==> config.mk <==
export PLATFORM = sky130hd
export DESIGN_NAME = maze_wall_follower_flat
export DESIGN_NICKNAME = d
export VERILOG_FILES = /design/src/rtl/maze_wall_follower_if.sv /design/src/rtl/maze_wall_follower.sv /design/src/flat_wrapper.sv
export SDC_FILE = /design/constraint.sdc
export NUM_CORES = 1
export LEC_CHECK = 0
export CORE_AREA = 2 2 129 81
export CTS_CLUSTER_SIZE = 20
export DETAILED_ROUTE_END_ITERATION = 12
export DIE_AREA = 0 0 131 83
export PLACE_DENSITY = 0.67
export RECOVER_POWER = 50
export SLEW_MARGIN = 5
export SYNTH_ARGS = -nofsm -noshare
export SYNTH_HDL_FRONTEND = slang
export SYNTH_SLANG_ARGS = --single-unit
==> constraint.sdc <==
create_clock -name clk -period 5.3 [get_ports clk]
set_input_delay 1.06 -clock clk [delete_from_list [all_inputs] [get_ports clk]]
set_output_delay 1.06 -clock clk [all_outputs]
set_load 0.03 [all_outputs]
**Placed cells, one colour a class**

(3 px per um) Fill, decap, tap and diode cells in grey.
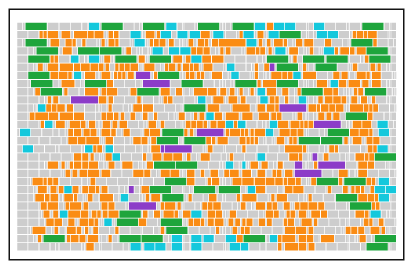
[cyan] remaining buffers and delay cells | cells: 75 | share of their area: 12%
[purple] clock drivers and dummy loads | cells: 15 | share of their area: 4.8%
[orange] combinational and other logic | cells: 519 | share of their area: 60%
[green] sequential cells | cells: 63 | share of their area: 23%
Seq area share: 22.2%
Non-Filler Cell Area, Final: 0.00569 mm2

**Clock wires, drivers and flops**

(4 px per um)
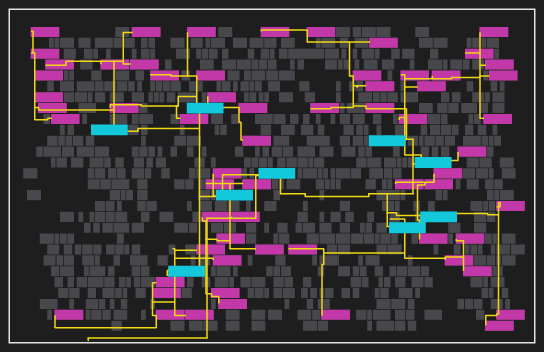
[cyan] clock drivers | count: 9
[yellow] clock wires | length: 968 um
[magenta] flip-flops | count: 63
flops lie: spread over the die
routed clock nets: 10
maximum clock skew at final layout: 0.00320 ns
clock network power share: 15.6%
worst skew pair latency: 0.33 ns

**Cell area per tile**

(2 px per um) 13 x 8 tiles, from black (low) to pale yellow (high), 0 to 100% covered.
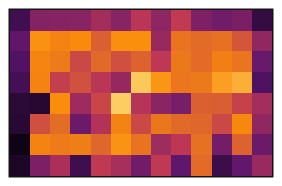
tiles over 75% full: 9.6%
mean over tiles: 51%
fullest tile: 89%
Core Box Area: 0.00963 mm2
Pre-Place Util: 48.8%
core occupancy in the finished layout: 59.0%

**A small window of the routed layout**

Region (53, 29) to (78, 54) um. Cells in grey, sequential cells in the stronger grey; small squares are vias.
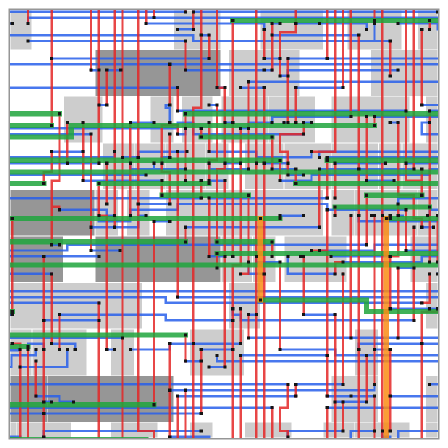
[red] metal 2
[orange] metal 4
[green] metal 3
[blue] metal 1
sequential cells in the window: 4
most frequent: nand2_1 (5), buf_4 (5)
cells with their middle in the window: 45

**The clock network**

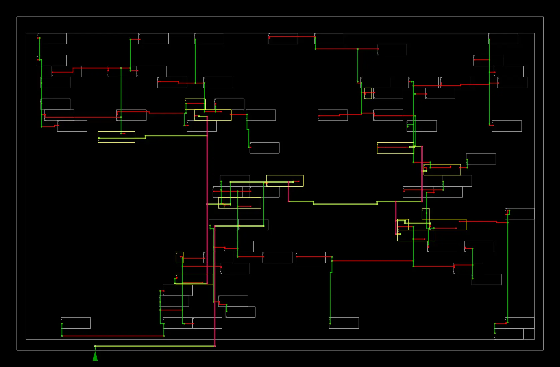
CTS Buf Count: 9
number of flip-flops and latches: 63
clock sink count: 63
Clk power: 541 uW
clkbuf count: 11

==> run notes <==
Summary of implementation figures.

Outcome
The run finished with clean final reports.

Finish
The finished layout holds 807 standard cells, fillers aside. The relative area of clock buffers and inverters in the final design is 4.67%. The cell group occupying the most layout area is combinational gates.

By instance count after routing, the leading logic cell types are 68 x nor2_1, 63 x dfxtp_1, 54 x nand2_1. For this run, the script counts the antenna cells in the layout as 0. The share of post-route cells with drive strength above 1 is 9.82%. The combinational share of cell area is 57.0%.

The post-synthesis to final-layout area growth is 20.9%. The register with the most flip-flops in the layout has 16 of them. The net count of the finished layout is 700.

Yosys
The post-synthesis share of cell area spent on and-or and or-and gates is 24.3%. The per-instance average area after synthesis is 7.62 um2. The share of async-settable or async-resettable flops after synthesis is 0%. The post-synthesis share of cell area spent on and, or, nand and nor gates is 28.3%.

After synthesis, the chip area reported by Yosys is 0.00470 mm2. Per the post-synthesis report, the nets total 649. Yosys mapped the design onto 72 distinct sky130hd cell types. The synthesized design contains 63 register bits. The cell type that accounts for the most area after synthesis is dfxtp_1.

Place
The placement summary gives the final routability congestion estimate as 0.995. Per the post-place timing report, worst setup slack is 0.127 ns. The detailed placer reported the number of placed instances as 792.

Worst setup path
The standard cell with the maximum stage delay on the critical path is o31ai_1. The timing report shows the most common cell along the critical path to be ha_1. Counting cells, the worst reg-to-reg path comes to 13. Counting buffers and inverters, the worst setup path is 13 cells deep. The kind of cell with the highest combined delay along the critical path is AND-OR/OR-AND gates. At the worst endpoint, the required time is 5.53 ns. Together, buffers and inverters on the worst path number 1.

The critical path goes through inv_1 -> ha_1 -> or2_2 -> ha_1 -> xnor2_1 -> mux2_2 -> o211a_1 -> o31ai_1 -> o21ai_0 -> or4_4 -> a32o_2 -> or3_1 -> a221oi_1.

Power
The power report puts the leakage power at 0.00221 uW. The power in sequential cells is 747 uW. Summed over all nets, the switching power comes to 1720 uW.

Worst hold path
The worst min-delay path class is reg2reg.

Routing
Before antenna repair, the detailed router went through 6 iterations. The routed wire length is 16,700 um. The detailed router reports a met3 wire length of 1870 um. The routed layout has 5,061 vias. The wire length per cell after detailed routing is 20.7 um. The number of routed nets with antenna violations is 0. The script logs the ratio of routed vias to standard cells as 6.27. TritonRoute reported its final design rule violation total as 0.

GRT
The layer carrying the most global-route usage is met1. The via count of the first global-routing pass was 4,559. The pin count of the biggest net entering global routing is 26. The first-pass GRT wire length is 26,200 um.

Die
In this run the count of I/O pins placed on the die edge is 46. The total die size is 0.0109 mm2. Across the placement rows, the number of tap cells is 135.

Timing
For this run, the final setup violation count is recorded as 0. The max-slew violation total from the final report is 0. Setup total negative slack on the finished layout was measured at 0 ns. Setup repair after global routing left no endpoint under its margin. The worst hold margin is 0.469 ns.

Clocking
The cell at the root of the clock tree is clkbuf_16. The CTS tree is done. Buffers added to address setup during post-CTS repair amount to 0.

Job
The warning total across the stage logs is 35.
Power is estimated from default activity; no workload was simulated.
